==> config.mk <==
export PLATFORM = sky130hd
export DESIGN_NAME = mm_port_arbiter_flat
export DESIGN_NICKNAME = d
export VERILOG_FILES = /design/src/rtl/mm_bus_pkg.sv /design/src/rtl/mm_port_arbiter_if.sv /design/src/rtl/mm_port_arbiter_rr_arb2.sv /design/src/rtl/mm_port_arbiter.sv /design/src/flat_wrapper.sv
export SDC_FILE = /design/constraint.sdc
export NUM_CORES = 1
export LEC_CHECK = 0
export CORE_AREA = 2 2 485 487
export DETAILED_ROUTE_END_ITERATION = 8
export DIE_AREA = 0 0 487 489
export SLEW_MARGIN = 20
export SYNTH_ARGS = -nofsm -noshare
export SYNTH_HDL_FRONTEND = slang
export SYNTH_SLANG_ARGS = --single-unit
export TNS_END_PERCENT = 20
==> constraint.sdc <==
create_clock -name clk -period 1.8 [get_ports clk]
set_input_delay 0.18 -clock clk [delete_from_list [all_inputs] [get_ports clk]]
set_output_delay 0.18 -clock clk [all_outputs]
set_load 0.02 [all_outputs]
==> images/port_trees.png <==
(1 px per µm)
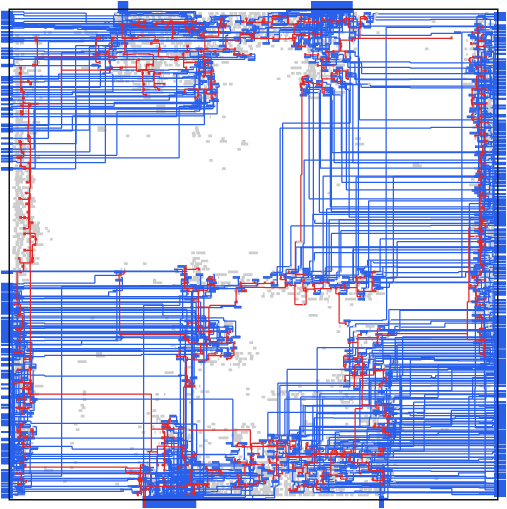
color	port	bits	direction	edge	end cells	wire
red	`rst`	1	input	south	591	7,200 µm
blue	`bus_r_rdata`	512	output	246 east, 155 west, 59 south, 52 north	512	72.6 mm
Ports: 1,231
PortBufs: 1,230

==> images/placed.png <==
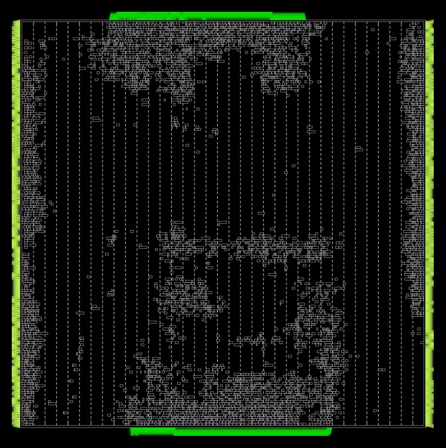
Non-Filler Instances: 7,328
Core ar.: 233,600 µm²

==> Slide: Implementation Results <==
Run Summary

Outcome
  • Run status: finished with violations
  • Failing checks: setup timing

Finish
  • Max reg flops: 512
  • Design area: 43,420 µm²
  • Layout cells sized above 1: approximately an eighth

Pwr
  • Worst VDD drop: 0.0006583 V
  • Static Leakage: ~17 nW

Logic synthesis
  • Mean Syn Cell Area: 8.117 µm²

Setup path
  • Worst Setup Start Kind: flop
  • CP endpoint kind: primary output
  • Reg2reg setup slack: -0.02 ns
  • Critical path's top delay family: flip-flops

STA
  • Final setup fails: 27
  • Worst setup margin: -0.08620 ns
  • RSZ-0062 raised after global routing: true
  • Max Slew Vio Count: 0
  • Crit path time final: 1.886 ns

CTS
  • TritonCTS Buffers: around 75

Drt
  • Vias per cell: approximately 3.5

Global route
  • Antenna violations before repair: 135
  • Vias in the first global route: 25,090

Floorplanning
  • Die H: 489 µm
report_power, final:
part / internal [mW] / total [mW] / switching, mW
clock network: 9.21 / 15.8 / 6.61
logic: 6.17 / 15.3 / 9.14
registers: 14.7 / 15.7 / 0.980
total: 30.1 / 46.8 / 16.7
through the flow:
| stage | setup WS, ns | total power, mW | cells |
|---|---|---|---|
| CTS | -0.1594 | 46.71 | 7259 |
| global placement | -0.2608 | 30.27 | 6798 |
| global route | -0.1581 | 49.10 | 7313 |
| finish | -0.08620 | 46.82 | 7328 |
| detailed placement | -0.2861 | 30.46 | 6798 |
| floorplan | 0.1444 | 22.17 | 2610 |
kinds of logic (layout without fill, tap and decap cells):
logic type                 count (synthesis)  count (layout)  share of synthesized area (%)
muxes                                     66              66                          3.124
and+or+nand+nor                         1131            1131                          20.46
other                                      0              45                              0
AOI/OAI and AO/OA                        606             606                          15.29
adders and majority gates                  7               7                         0.4134
DFF                                      590             590                          55.76
buffers and inverters                    210            1823                          4.961
layer usage:
layer,global-route usage [%],up-vias,share of wire (%)
li1,-,11740,-
met1,13.87,11830,34
met2,21.59,1483,42
met3,13.60,364,20
met4,5.532,44,3.7
met5,0,-,0.15
cell usage after synthesis (2+ instances only):
library cell / count
a21oi_1: 522
a41oi_1: 3
nor2_1: 72
nor2_2: 2
and3_1: 6
o21ai_0: 4
dfxtp_1: 590
a211oi_1: 66
buf_6: 16
clkbuf_1: 73
o21ai_1: 2
inv_1: 7
nor2b_1: 2
nand4b_1: 3
nand2_1: 1031
buf_2: 113
nand2b_1: 4
o31ai_1: 2
ha_1: 7
mux2i_1: 65
nand3_1: 3
tightest hold or removal path, cell delays in order:
cell             delay (ns)
clkdlybuf4s50_1        0.41
nand2_1                0.07
a21oi_1                0.06
cell type report:
type | instances | area, µm²
Clock buffer | 100 | 2092
Sequential cell | 590 | 11820
Tap cell | 3060 | 3829
Multi-Input combinational cell | 1810 | 8537
Clock inverter | 31 | 410.4
Timing Repair Buffer | 1685 | 16590
Antenna cell | 45 | 112.6
Fill cell | 26000 | 190200
Inverter | 7 | 31.28
repair_timing:
item	CTS	global route
hold endpoints to repair	342	0
endpoints found under the setup margin	751	454
setup buffers	4	10
hold buffers	326	0
resized	670	114
pin swaps	3	8
gates cloned	0	14
Power is estimated from default activity; no workload was simulated.
